$ cat src/rtl/fetch_pkg.sv
// Shared types and constants for the instruction fetch unit.
package fetch_pkg;

   typedef enum logic [1:0] {
      StReq  = 2'd0,
      StDrop = 2'd1,
      StFull = 2'd2
   } fetch_state_e;

   localparam logic [31:0] ResetPcDefault = 32'h0000_0000;
   localparam logic [31:0] Nop            = 32'h0000_0000;

   typedef struct packed {
      logic [31:0] pc4;
      logic [31:0] instr;
   } fetch_entry_t;

   localparam fetch_entry_t EmptyEntry = '{pc4: 32'h0000_0000, instr: Nop};

   function automatic logic [31:0] word_align(input logic [31:0] addr);
      return {addr[31:2], 2'b00};
   endfunction

endpackage

$ cat src/rtl/fetch_if.sv
// Instruction-memory request/response bus between fetch unit (master) and memory (slave).
interface fetch_if;

   logic        imem_req;
   logic [31:0] imem_addr;
   logic        imem_ack;
   logic [31:0] imem_rdata;

   modport master (
      output imem_req,
      output imem_addr,
      input  imem_ack,
      input  imem_rdata
   );

   modport slave (
      input  imem_req,
      input  imem_addr,
      output imem_ack,
      output imem_rdata
   );

endinterface

$ cat src/rtl/fetch_buf2.sv
// Two-entry in-order instruction buffer; head entry is held in registers and cleared when empty.
module fetch_buf2
   import fetch_pkg::*;
(
   input  logic         clk,
   input  logic         rst,
   input  logic         push_i,
   input  fetch_entry_t push_data_i,
   input  logic         pop_i,
   input  logic         flush_i,
   output logic         full_o,
   output logic         empty_o,
   output logic         head_valid_o,
   output fetch_entry_t head_o
);

   // valid_q[0] marks the head, valid_q[1] the tail; tail valid implies head valid.
   logic [1:0]   valid_q, valid_d;
   fetch_entry_t head_q, head_d;
   fetch_entry_t tail_q, tail_d;
   logic         pop_ok;

   assign pop_ok = pop_i && valid_q[0];

   always_comb begin
      valid_d = valid_q;
      head_d  = head_q;
      tail_d  = tail_q;
      if (flush_i) begin
         valid_d = 2'b00;
         head_d  = EmptyEntry;
         tail_d  = EmptyEntry;
      end else begin
         case ({push_i, pop_ok})
            2'b10: begin
               if (!valid_q[0]) begin
                  head_d     = push_data_i;
                  valid_d[0] = 1'b1;
               end else begin
                  tail_d     = push_data_i;
                  valid_d[1] = 1'b1;
               end
            end
            2'b01: begin
               if (valid_q[1]) begin
                  head_d  = tail_q;
                  tail_d  = EmptyEntry;
                  valid_d = 2'b01;
               end else begin
                  head_d  = EmptyEntry;
                  valid_d = 2'b00;
               end
            end
            2'b11: begin
               if (valid_q[1]) begin
                  head_d = tail_q;
                  tail_d = push_data_i;
               end else begin
                  head_d  = push_data_i;
                  valid_d = 2'b01;
               end
            end
            default: ;
         endcase
      end
   end

   always_ff @(posedge clk) begin
      if (rst) begin
         valid_q <= 2'b00;
         head_q  <= EmptyEntry;
         tail_q  <= EmptyEntry;
      end else begin
         valid_q <= valid_d;
         head_q  <= head_d;
         tail_q  <= tail_d;
      end
   end

   assign full_o       = valid_q[1];
   assign empty_o      = !valid_q[0];
   assign head_valid_o = valid_q[0];
   assign head_o       = head_q;

endmodule

$ cat src/rtl/fetch_unit.sv
// Instruction fetch unit: sequential PC fetch, redirect/drop handling, 2-entry decode buffer.
module fetch_unit
   import fetch_pkg::*;
#(
   parameter logic [31:0] RESET_PC = ResetPcDefault
) (
   input  logic        clk,
   input  logic        rst,
   input  logic        stall_in,
   input  logic        redirect_in,
   input  logic [31:0] redirect_pc_in,
   fetch_if.master     imem,
   output logic        instr_valid_out,
   output logic [31:0] PC_4_out,
   output logic [31:0] instr_out
);

   fetch_state_e state_q, state_d;
   logic [31:0]  pc_q, pc_d;
   logic [31:0]  drop_addr_q, drop_addr_d;

   logic         complete;
   logic         consume;
   logic         buf_push;
   logic         buf_flush;
   logic         buf_full;
   logic         buf_empty;
   logic         head_valid;
   fetch_entry_t head;
   fetch_entry_t push_entry;
   logic [1:0]   occ;
   logic [1:0]   occ_next;

   // In StDrop the bus keeps the abandoned address while pc_q already holds the new target.
   assign imem.imem_req  = !rst && (state_q != StFull);
   assign imem.imem_addr = (state_q == StDrop) ? drop_addr_q : pc_q;

   assign complete   = imem.imem_req && imem.imem_ack;
   assign consume    = head_valid && !stall_in && !redirect_in;
   assign push_entry = '{pc4: pc_q + 32'd4, instr: imem.imem_rdata};

   assign occ      = buf_full ? 2'd2 : (buf_empty ? 2'd0 : 2'd1);
   assign occ_next = occ + 2'd1 - {1'b0, consume};

   always_comb begin
      state_d     = state_q;
      pc_d        = pc_q;
      drop_addr_d = drop_addr_q;
      buf_push    = 1'b0;
      buf_flush   = 1'b0;
      if (redirect_in) begin
         pc_d      = word_align(redirect_pc_in);
         buf_flush = 1'b1;
         unique case (state_q)
            StReq: begin
               if (!complete) begin
                  state_d     = StDrop;
                  drop_addr_d = pc_q;
               end
            end
            // A drop completing together with a new redirect has nothing left to discard.
            StDrop:  if (complete) state_d = StReq;
            StFull:  state_d = StReq;
            default: state_d = StReq;
         endcase
      end else begin
         unique case (state_q)
            StReq: begin
               if (complete) begin
                  buf_push = 1'b1;
                  pc_d     = pc_q + 32'd4;
                  if (occ_next >= 2'd2) state_d = StFull;
               end
            end
            StDrop:  if (complete) state_d = StReq;
            StFull:  if (consume) state_d = StReq;
            default: state_d = StReq;
         endcase
      end
   end

   always_ff @(posedge clk) begin
      if (rst) begin
         state_q     <= StReq;
         pc_q        <= word_align(RESET_PC);
         drop_addr_q <= word_align(RESET_PC);
      end else begin
         state_q     <= state_d;
         pc_q        <= pc_d;
         drop_addr_q <= drop_addr_d;
      end
   end

   fetch_buf2 u_buf (
      .clk          (clk),
      .rst          (rst),
      .push_i       (buf_push),
      .push_data_i  (push_entry),
      .pop_i        (consume),
      .flush_i      (buf_flush),
      .full_o       (buf_full),
      .empty_o      (buf_empty),
      .head_valid_o (head_valid),
      .head_o       (head)
   );

   assign instr_valid_out = head_valid;
   assign PC_4_out        = head.pc4;
   assign instr_out       = head.instr;

   a_push_room: assert property (@(posedge clk) disable iff (rst)
      buf_push |-> (!buf_full || consume));

   a_addr_align: assert property (@(posedge clk) disable iff (rst)
      imem.imem_req |-> (imem.imem_addr[1:0] == 2'b00));

endmodule

$ cat src/flat_wrapper.sv
// flat-port wrapper written by rule: the top's interface ports become plain ports
module fetch_unit_flat import fetch_pkg::*;
#(
   parameter logic [31:0] RESET_PC = ResetPcDefault
)
  (clk, rst, stall_in, redirect_in, redirect_pc_in, instr_valid_out, PC_4_out, instr_out, imem_imem_req, imem_imem_addr, imem_imem_ack, imem_imem_rdata);
  fetch_if imem_i ();
  input  logic clk;
  input  logic rst;
  input  logic stall_in;
  input  logic redirect_in;
  input  logic [31:0] redirect_pc_in;
  output logic instr_valid_out;
  output logic [31:0] PC_4_out;
  output logic [31:0] instr_out;
  output wire logic [$bits(imem_i.imem_req)-1:0] imem_imem_req;
  output wire logic [$bits(imem_i.imem_addr)-1:0] imem_imem_addr;
  input wire logic [$bits(imem_i.imem_ack)-1:0] imem_imem_ack;
  input wire logic [$bits(imem_i.imem_rdata)-1:0] imem_imem_rdata;
  assign imem_imem_req = imem_i.imem_req;
  assign imem_imem_addr = imem_i.imem_addr;
  assign imem_i.imem_ack = imem_imem_ack;
  assign imem_i.imem_rdata = imem_imem_rdata;
  fetch_unit #(.RESET_PC(RESET_PC)) u_core (.clk(clk), .rst(rst), .stall_in(stall_in), .redirect_in(redirect_in), .redirect_pc_in(redirect_pc_in), .imem(imem_i), .instr_valid_out(instr_valid_out), .PC_4_out(PC_4_out), .instr_out(instr_out));
endmodule
$ cat config.mk
export PLATFORM = sky130hd
export DESIGN_NAME = fetch_unit_flat
export DESIGN_NICKNAME = d
export VERILOG_FILES = /design/src/rtl/fetch_pkg.sv /design/src/rtl/fetch_if.sv /design/src/rtl/fetch_buf2.sv /design/src/rtl/fetch_unit.sv /design/src/flat_wrapper.sv
export SDC_FILE = /design/constraint.sdc
export NUM_CORES = 1
export LEC_CHECK = 0
export ABC_AREA = 1
export CORE_ASPECT_RATIO = 1.75
export CORE_MARGIN = 1.5
export CORE_UTILIZATION = 53
export CTS_CLUSTER_SIZE = 30
export DETAILED_ROUTE_END_ITERATION = 12
export PLACE_DENSITY_LB_ADDON = 0.08
export SKIP_CTS_REPAIR_TIMING = 1
export SYNTH_ARGS = -nofsm -noshare
export SYNTH_HDL_FRONTEND = slang
export SYNTH_SLANG_ARGS = --single-unit
$ cat constraint.sdc
create_clock -name clk -period 2.1 [get_ports clk]
set_clock_uncertainty 0.15 [all_clocks]
set_input_delay 0.525 -clock clk [delete_from_list [all_inputs] [get_ports clk]]
set_output_delay 0.525 -clock clk [all_outputs]
set_load 0.05 [all_outputs]
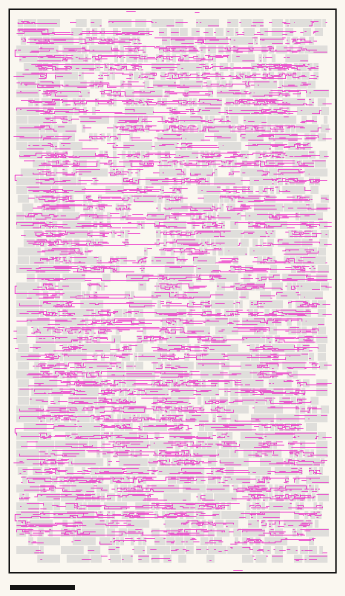
(images/met1.png)
Bar = 20 um.
The wires run mostly horizontal. The layer carries 10500 um of wire. The layer holds 37% of the routed length. 1424 nets have wire on it.
met1 Use GR: 34.3%
drt total wl: 28500 um
DR vias: 9514

==> results_dict.tcl <==
# implementation run metrics
set metrics [dict create \
    ys_chip_area_mm2 0.00886 \
    swShare_pct 30.1 \
    fillers 1321 \
    die_area_mm2 0.0175 \
    nNonClkBuffers 253 \
    final-nonclk-buf-share_pct 22.3 \
    cellInternalPower_mw 5.93 \
    rows 62 \
    finalHoldViolCount 0 \
    wl_met2_um 15400 \
    top_area_cell "dfxtp_1" \
    netSwitchingPower_mw 2.55 \
    regArea_mm2 0.00377 \
    seq_area_frac_synth_pct 42.5 \
    ys_top_cells_by_area "dfxtp_1, nand2_1, a21oi_1" \
    synth-main-ff-cell "dfxtp_1" \
    timing.setup.critical_path_class "reg -> out" \
    grt_overflow_total 0 \
    seq_share_pct 30.0 \
    final-clk-cell-share_pct 4.38 \
    maxCapViolCount 0 \
    yosys_cells 1315 \
    use_met3_pct 4.18 \
    power_leakage_nw 5.08 \
    rsz0062_at_grt "yes" \
    min_path_type "reg -> reg" \
    sh_comb_area_pct 38.0 \
    grt_max_degree 60 \
    postLayoutCoreUtil_pct 76.8 \
    fmax_ghz 0.449 \
    layout_setup_ws_ns -0.130 \
    hold_end "u_core.u_buf.tail_q[30]" \
    tool_warnings 30 \
    powerComb_mw 1.63 \
    cts.sinks 188 \
    pwr-share-clk_pct 36.2 \
    worstHoldStart "u_core.u_buf.tail_q[30]" \
    status "finished, violations left" \
    dp.final_hpwl_um 19400 \
    grt_pass1_wl_um 42400 \
    cts_tree "yes" \
    top_usage_layer "met2" \
    die_x_um 101 \
    maxPowerGroup "sequential cells" \
    p_seq_mw 3.78 \
    insertion_delay_ns 0.44 \
    gp_congestion 0.898 \
    lay_top_count "nand2_1" \
    crit_path_max_fanout 10 \
    synthDistinctLibCells 33 \
    diodes 0 \
    top_area_share_pct 42.5 \
    final_layout_size_suffix_gt1_share_pct 21.0 \
    wl_per_cell_um 16.4 \
    r2r-start "u_core.pc_q[8]" \
    combGateArea_mm2 0.00478 \
    synth_area_per_cell_um2 6.74 \
    antenna_found_initial 0 \
    initCoreUtil_pct 54.1 \
    failed_checks "setup timing" \
    logic_gates 940 \
    htree_num_levels 4 \
    power_density_mw_per_mm2 674 \
    p_clk_mw 3.07 \
    avgViaCountPerCell 5.47 \
    largestClassByArea "logic gates" \
    end_kind "output pin" \
    first_iter_violations 533 \
    ys_ff 188 \
    taps 224 \
    setup_tns_ns -2.94 \
    chipHeight_um 174 \
    setup_viol 30 \
    finalPower_mw 8.48 \
    inv_count 102 \
    wl_met1_um 10500 \
    fin_crit_sh_pct 106 \
    clockBufferDepth 2 \
    port_buffers 160 \
    dr.pass1.iters 6 \
    cts_buffers 17 \
    nClkBuffers 19 \
    endpoint "imem_imem_addr[26]" \
    ios 167 \
    required_ns 1.42 \
    combPwrFrac_pct 19.2 \
    top_cells_by_count "nand2_1, a21oi_1, dfxtp_1" \
    grt_pass1_vias 8714 \
    antenna_left 0 \
    worst-r2r-cell-count 7 \
    gr-usage-all-layers_pct 30.5 \
    final_cell_mix "nand2_1, a21oi_1, dfxtp_1, buf_4, o21ai_0" \
    final_max_slew_viol_count 0 \
    ff_count 188 \
    startpoint_type "flop" \
    synth-edff-count 0 \
    r2r_setup_slack_ns 0.18 \
    async_reset_ff_share_pct 0 \
    synth_area_mm2 0.00886 \
    seqPwrFrac_pct 44.6 \
    whs_path_depth 2 \
    yosysWarningCount 0 \
    path_clk_slew_ns 0.07 \
    startpoint "u_core.state_q[0]" \
    ir_drop_mv 0.572 \
    cp.arrival_ns 1.55 \
    dr_wl_met3_um 1390 \
    fin_nets 1572 \
    dr.max_layer_used "met4" \
    syn_inst 1315 \
    area_delta_synth_final_pct 41.9 \
    period_minus_slack_ns 2.23 \
    drc 0 \
    core_area_mm2 0.0164 \
    clockRootBuffer "clkbuf_16" \
    rr_endpoint "u_core.pc_q[17]" \
    most_common_cell "nand2_1" \
    holdWs_ns 0.312 \
]
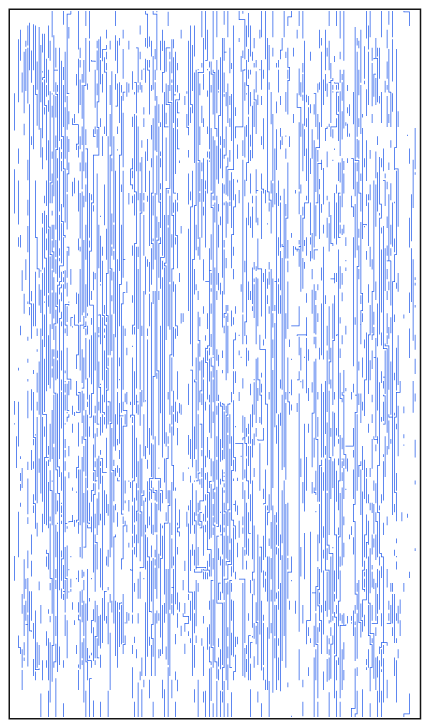
(images/met2.png)
The wires run mostly vertical. The layer carries 15400 um of wire. 1279 nets have wire on it. The layer holds 54% of the routed length.
grt met2 use: 55.8%

[through the flow]
stage	worst slack, ns	instance area [um2]	instances
after detailed placement	-0.331	11500	1699
after global routing	-0.149	12600	1739
final	-0.130	12600	1739
after global placement	-0.264	11500	1699
after CTS	-0.368	12100	1731
after floorplan	-0.233	8980	1318
[cells by family after synthesis]
group / Yosys count / synth area share, %
XOR/XNOR: 9 / 0.890
AND/OR/NAND/NOR: 542 / 24.5
multiplexers: 1 / 0.127
AND-OR/OR-AND: 382 / 23.0
adder cells (fa/ha/maj): 1 / 0.141
buffers and inverters: 191 / 8.85
flip-flops: 188 / 42.5
other: 1 / 0.0423
[critical path, stage by stage (launching register included)]
cell,delay (ns)
dfxtp_4,0.46
nand2_8,0.11
buf_12,0.17
nor2_2,0.14
a21oi_4,0.05
buf_12,0.16
Power figures rest on the tool's default switching activity, not on a simulated workload.
